`src/rtl/cmd_pkg.sv`:
```
// cmd_pkg: shared definitions for the UART command dispatcher.
//   - opcode constants for ping / read / write
//   - dispatcher FSM state encoding
//   - response codes returned on the response handshake
//   - small helpers for opcode classification and response widening
package cmd_pkg;

  // Command opcodes (ASCII 'p', 'r', 'w')
  localparam logic [7:0] CMD_PING  = 8'h70;
  localparam logic [7:0] CMD_READ  = 8'h72;
  localparam logic [7:0] CMD_WRITE = 8'h77;

  // Response codes
  localparam logic [7:0]  RESP_ACK = 8'h06;
  localparam logic [7:0]  RESP_NAK = 8'h15;
  localparam logic [63:0] RESP_TMO = 64'hFFFF_FFFF_FFFF_FFFF;

  // Dispatcher states
  typedef enum logic [1:0] {
    S_IDLE   = 2'd0,
    S_DECODE = 2'd1,
    S_BUS    = 2'd2,
    S_RESP   = 2'd3
  } state_t;

  // True for opcodes that need a bus transaction
  function automatic logic is_bus_cmd(input logic [7:0] op);
    return (op == CMD_READ) || (op == CMD_WRITE);
  endfunction

  // Widen an 8-bit response code to the 64-bit response word
  function automatic logic [63:0] resp_code(input logic [7:0] code);
    return {56'h0, code};
  endfunction

endpackage

```
`src/rtl/cmd_bus_timer.sv`:
```
// cmd_bus_timer: clear/enable cycle counter with an expire flag, used to
// bound how long a bus master waits for an acknowledge.
//   clk      in   1      clock
//   rst_n    in   1      synchronous reset, active-low
//   clr      in   1      force count to zero (has priority over en)
//   en       in   1      increment count by one
//   expired  out  1      count has reached TIMEOUT_CYC-1
module cmd_bus_timer #(
  parameter int TIMEOUT_CYC = 256
) (
  input  logic clk,
  input  logic rst_n,
  input  logic clr,
  input  logic en,
  output logic expired
);

  localparam int CNT_W = $clog2(TIMEOUT_CYC);
  localparam logic [CNT_W-1:0] LAST = CNT_W'(TIMEOUT_CYC - 1);

  logic [CNT_W-1:0] count;

  // Cycle counter: clear wins over enable, otherwise hold
  always_ff @(posedge clk) begin
    if (!rst_n) begin
      count <= '0;
    end else if (clr) begin
      count <= '0;
    end else if (en) begin
      count <= count + CNT_W'(1);
    end else begin
      count <= count;
    end
  end

  assign expired = (count == LAST);

endmodule

```
`src/rtl/cmd_dispatch.sv`:
```
// cmd_dispatch: executes commands from the UART command controller on a
// simple single-outstanding register bus and returns a 64-bit response.
//   i_clk         in   1       clock
//   i_rst         in   1       synchronous reset, active-low
//   i_cmd         in   8       opcode (ping / read / write)
//   i_cmd_data    in   64      payload: {addr, wdata} in the low ADDR_W+DATA_W bits
//   i_cmd_new     in   1       command strobe level; rising edge starts a command
//   o_resp_ready  out  1       response valid, held until next accepted command
//   o_resp_data   out  64      response value
//   o_bus_req     out  1       bus request, held until ack or timeout
//   o_bus_we      out  1       1 = write, 0 = read
//   o_bus_addr    out  ADDR_W  bus address
//   o_bus_wdata   out  DATA_W  bus write data
//   i_bus_ack     in   1       single-cycle completion from target
//   i_bus_rdata   in   DATA_W  read data, valid with i_bus_ack
//   o_busy        out  1       high whenever the FSM is not idle
//   o_timeout     out  1       one-cycle pulse when a bus access is aborted
//   o_overrun     out  1       sticky: a command edge arrived while busy
module cmd_dispatch
  import cmd_pkg::*;
#(
  parameter int          ADDR_W      = 8,
  parameter int          DATA_W      = 32,
  parameter int          TIMEOUT_CYC = 256,
  parameter logic [63:0] PING_ID     = 64'h0000_0000_0000_00A5
) (
  input  logic              i_clk,
  input  logic              i_rst,
  input  logic [7:0]        i_cmd,
  input  logic [63:0]       i_cmd_data,
  input  logic              i_cmd_new,
  output logic              o_resp_ready,
  output logic [63:0]       o_resp_data,
  output logic              o_bus_req,
  output logic              o_bus_we,
  output logic [ADDR_W-1:0] o_bus_addr,
  output logic [DATA_W-1:0] o_bus_wdata,
  input  logic              i_bus_ack,
  input  logic [DATA_W-1:0] i_bus_rdata,
  output logic              o_busy,
  output logic              o_timeout,
  output logic              o_overrun
);

  localparam int PAY_W = ADDR_W + DATA_W;

  state_t           state;
  logic             new_prev;
  logic             cmd_edge;
  logic [7:0]       cmd_op;
  logic [PAY_W-1:0] cmd_payload;
  logic             timer_clr;
  logic             timer_en;
  logic             timer_expired;
  logic             unused_payload;

  // Payload bits above the address field carry nothing for this bus
  assign unused_payload = ^i_cmd_data;

  assign cmd_edge  = i_cmd_new & ~new_prev;
  // Timer restarts while decoding so it counts from zero on entry to S_BUS
  assign timer_clr = (state == S_DECODE);
  assign timer_en  = (state == S_BUS);

  cmd_bus_timer #(
    .TIMEOUT_CYC(TIMEOUT_CYC)
  ) u_timer (
    .clk     (i_clk),
    .rst_n   (i_rst),
    .clr     (timer_clr),
    .en      (timer_en),
    .expired (timer_expired)
  );

  // Dispatcher FSM with all outputs registered
  always_ff @(posedge i_clk) begin
    if (!i_rst) begin
      state        <= S_IDLE;
      new_prev     <= 1'b0;
      cmd_op       <= 8'h00;
      cmd_payload  <= '0;
      o_resp_ready <= 1'b0;
      o_resp_data  <= 64'h0;
      o_bus_req    <= 1'b0;
      o_bus_we     <= 1'b0;
      o_bus_addr   <= '0;
      o_bus_wdata  <= '0;
      o_busy       <= 1'b0;
      o_timeout    <= 1'b0;
      o_overrun    <= 1'b0;
    end else begin
      new_prev  <= i_cmd_new;
      o_timeout <= 1'b0;

      // Any edge outside S_IDLE is dropped, including the cycle of S_RESP
      if (cmd_edge && (state != S_IDLE)) begin
        o_overrun <= 1'b1;
      end

      case (state)
        S_IDLE: begin
          if (cmd_edge) begin
            cmd_op       <= i_cmd;
            cmd_payload  <= i_cmd_data[PAY_W-1:0];
            o_resp_ready <= 1'b0;
            o_resp_data  <= 64'h0;
            o_busy       <= 1'b1;
            state        <= S_DECODE;
          end
        end

        S_DECODE: begin
          if (cmd_op == CMD_PING) begin
            o_resp_data <= PING_ID;
            state       <= S_RESP;
          end else if (is_bus_cmd(cmd_op)) begin
            o_bus_addr  <= cmd_payload[PAY_W-1:DATA_W];
            o_bus_wdata <= cmd_payload[DATA_W-1:0];
            o_bus_we    <= (cmd_op == CMD_WRITE);
            o_bus_req   <= 1'b1;
            state       <= S_BUS;
          end else begin
            o_resp_data <= resp_code(RESP_NAK);
            state       <= S_RESP;
          end
        end

        S_BUS: begin
          // Ack is checked first so an ack in the expiry cycle still completes
          if (i_bus_ack) begin
            o_bus_req <= 1'b0;
            if (o_bus_we) begin
              o_resp_data <= resp_code(RESP_ACK);
            end else begin
              o_resp_data <= 64'(i_bus_rdata);
            end
            state <= S_RESP;
          end else if (timer_expired) begin
            o_bus_req   <= 1'b0;
            o_resp_data <= RESP_TMO;
            o_timeout   <= 1'b1;
            state       <= S_RESP;
          end
        end

        S_RESP: begin
          o_resp_ready <= 1'b1;
          o_busy       <= 1'b0;
          state        <= S_IDLE;
        end

        default: begin
          o_bus_req <= 1'b0;
          o_busy    <= 1'b0;
          state     <= S_IDLE;
        end
      endcase
    end
  end

endmodule

```
`config.mk`:
```
export PLATFORM = sky130hd
export DESIGN_NAME = cmd_dispatch
export DESIGN_NICKNAME = d
export VERILOG_FILES = /design/src/rtl/cmd_pkg.sv /design/src/rtl/cmd_bus_timer.sv /design/src/rtl/cmd_dispatch.sv
export SDC_FILE = /design/constraint.sdc
export NUM_CORES = 1
export LEC_CHECK = 0
export ABC_AREA = 1
export CORE_MARGIN = 2
export CORE_UTILIZATION = 40
export DETAILED_ROUTE_END_ITERATION = 7
export PLACE_DENSITY = 0.85
export SLEW_MARGIN = 30
export SYNTH_ARGS = -nofsm -noshare
export SYNTH_HDL_FRONTEND = slang
export SYNTH_HIERARCHICAL = 1
export SYNTH_SLANG_ARGS = --single-unit
```
`constraint.sdc`:
```
create_clock -name i_clk -period 1.65 [get_ports i_clk]
set_input_delay 0.4125 -clock i_clk [delete_from_list [all_inputs] [get_ports i_clk]]
set_output_delay 0.4125 -clock i_clk [all_outputs]
set_load 0.05 [all_outputs]
```
### Metal layers overlaid

Scale: 2 px per um. Only two layers are drawn.
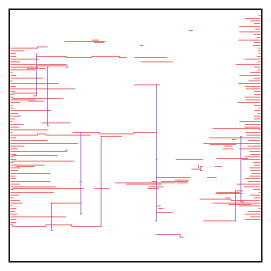
- purple: met4 (wire length 266 um)
- red: met3 (wire length 1790 um)

==> GITHUB_STEP_SUMMARY <==
### Yosys + OpenROAD results

| Metric | Value |
|---|---|
| Worst-Skew Late Latency | `0.42 ns` |
| R2R cell count | `13` |
| Seq pwr | `4.45 mW` |
| GR Layer Usage met3 | `7.92%` |
| I/O Buffers | `193` |
| Final worst setup slack | `-0.132 ns` |
| Worst setup path startpoint | `u_timer/count[0]$_SDFFE_PP0P_` |
| Buffering overhead | `33.0%` |
| Skew final | `0.0107 ns` |
| Core Density at Floorplan | `40.8%` |
| Ant. Diodes | `0` |
| Post CTS Setup Buffer Count | `5` |
| Antenna viol nets, final | `0` |
| Die ar. | `15800 um^2` |
| Number of non-clock inverters in the layout | `31` |
| Endpoints failing setup | `33` |
| Max Used Layer | `met4` |
| Util after Layout | `66.6%` |
| Chip Width | `126 um` |
| Setup WS pre-CTS | `-0.311 ns` |
| Crit Path Max Fanout | `4` |
| Max Cap Viol | `0` |
| Via/cell ratio | `4.91` |
| Comb power | `9.29 mW` |
| WL met1 | `7030 um` |
| Root Buffer | `clkbuf_16` |
| Most common logic cells in the final layout | `nand2_1 (317), dfxtp_1 (131), a21oi_1 (99)` |
| GRT overflow | `0` |
| Hold wc startpoint | `i_rst` |
| ClkCell Share | `6.93%` |
| Max-area cell share | `46.8%` |
| Final period util | `108%` |
| Origin of the critical flop-to-flop path | `u_timer/count[0]$_SDFFE_PP0P_` |
| Failing checks | `setup timing` |
| Met1 Use GR | `24.2%` |
| Worst Hold Class | `in2reg` |
| Synth Cell Area | `5910 um^2` |
| Crit path to | `o_resp_data[25]$_SDFFE_PN0P_` |
| YS chip area | `5910 um^2` |
| First-pass GRT wire length | `26800 um` |
| Worst-margin pin slew | `0.441 ns` |
| Reg2reg end | `o_resp_data[25]$_SDFFE_PN0P_` |
| Area Growth Syn to Fin | `63.3%` |
| Number of cells on the critical path | `13` |
| Top pwr grp | `combinational cells` |
| WHS Endpoint | `new_prev$_SDFF_PN0_` |
| Most common reg cell | `dfxtp_1` |
| Switching share of power | `39.4%` |
| First-pass DRT Iterations | `5` |
| Cells after Synth | `833` |
| Routed vias | `6023` |
| CP max stage cell | `dfxtp_2` |
| Leading cell kind | `non-clock buffers` |
| DRC violations left | `0` |
| CP max stage delay | `0.36 ns` |
| TAP cells | `184` |
| Flop pwr share | `24.6%` |
| CTS sink count | `138` |
| Fraction of registers with async set/reset | `0%` |
| Worst Setup End Kind | `flop` |
| Largest net degree at the start of global routing | `51` |
| Startpoint Class | `flop` |
| Post-CTS resize count | `19` |
| Most Used Layer, Global Route | `met2` |
| Fin. max-slew vios | `0` |
| GRT Overall Usage | `21.2%` |
| Signal buffers | `259` |
| Clock power share | `24.0%` |
| Share of layout cells above drive strength 1 | `24.2%` |
| Final hold slack | `0.353 ns` |
| Top area cell types | `dfxtp_1 (47%), nand2_1 (20%), a21oi_1 (8.4%)` |
| Final Hold Viols | `0` |
| Die Y | `126 um` |
| Core Region | `14500 um^2` |
| Clock-pin slew on the worst setup and hold paths | `0.06 ns` |
| Leading area contributor after synthesis | `dfxtp_1` |
| Post-synth cell types | `29` |
| Most common cell in the synthesized netlist | `nand2_1` |
| Total wire length | `17900 um` |
| Peak Freq | `561 MHz` |
| R2r setup slk | `-0.13 ns` |
| Overall power | `18.1 mW` |
| Grt met2 use | `36.1%` |
| Max reg flops | `40` |
| Outcome | `complete, but fails checks` |
| WP data required | `1.97 ns` |
| Placer Congestion | `0.808` |
| Maximum clock path buffer count | `2` |
| Register share of the cell area | `28.8%` |
| Row cnt | `44` |
| Period minus WS final | `1.78 ns` |
| Ys Warns | `6` |
| PD cells | `1870 nW/um^2` |
| Met2 WL | `8830 um` |
| Leakage | `4.19 nW` |
| Combinational share of power | `51.4%` |
| CTS tree | `built` |
| Slew Limit Headroom | `70.4%` |
| Crit-path cells | `ha_4 > nand2_4 > nor4_4 > inv_1 > nand2_2 > nand2_4 > nor2_4 > buf_6 > buf_12 > clkbuf_16 > nand3_1 > nand2_1 > nor2_1` |
| EDFF count, synth | `0` |
| Sequential area share after synthesis | `46.8%` |
| Peak VDD IR | `0.842 mV` |
| Top Ports | `218` |
| Critical path buffer and inverter count | `4` |
| Critical path type | `reg2reg` |
| RSZ-0062 raised after global routing | `yes` |
| Worst path most repeated cell | `nand2_4` |
| Switch Pwr | `7.12 mW` |
| Worst EP arrival | `2.10 ns` |
| H-tree depth | `4` |
| Syn_area_per_cell | `7.09 um^2` |
| Detailed Place HPWL | `11300 um` |
| 1st-iter DRT viols | `307` |
| Internal | `10.9 mW` |
| Sequential cell area | `2770 um^2` |
| Multi-input gates | `583` |
| Fin nets | `1144` |
| Hold Path Stages | `3` |
| Cell family with most CP delay | `simple AND/OR/NAND/NOR gates` |
| Synth top cells by count | `nand2_1 (322), dfxtp_1 (138), a21oi_1 (99)` |
| Logic area | `2650 um^2` |
| Initial antenna violation count | `0` |
### Clock nets

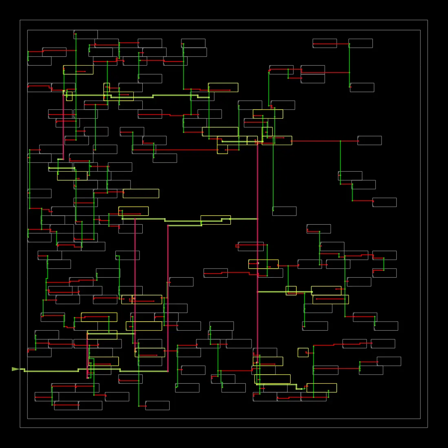
flip-flops: 138
clkbuf count: 17
Clock Power: 4.33 mW

per-stage QoR:
stage	std cells	setup TNS, ns	area (um^2)
after floorplan	833	0	5910
after global placement	1174	-8.61	8450
after detailed placement	1174	-11.02	8450
after CTS	1213	-1.67	9340
after global routing	1226	-6.46	9650
final	1226	-2.82	9650
kinds of logic (layout without fill, tap and decap cells):
| kind of cell | after synthesis | in the layout | share of synthesized area, % |
|---|---|---|---|
| buffers and inverters | 112 | 321 | 10.3 |
| adder cells (fa/ha/maj) | 6 | 6 | 1.27 |
| AND-OR/OR-AND | 118 | 118 | 10.3 |
| AND/OR/NAND/NOR | 459 | 459 | 31.4 |
| flip-flops | 138 | 138 | 46.8 |
Power and IR drop assume default switching activity.
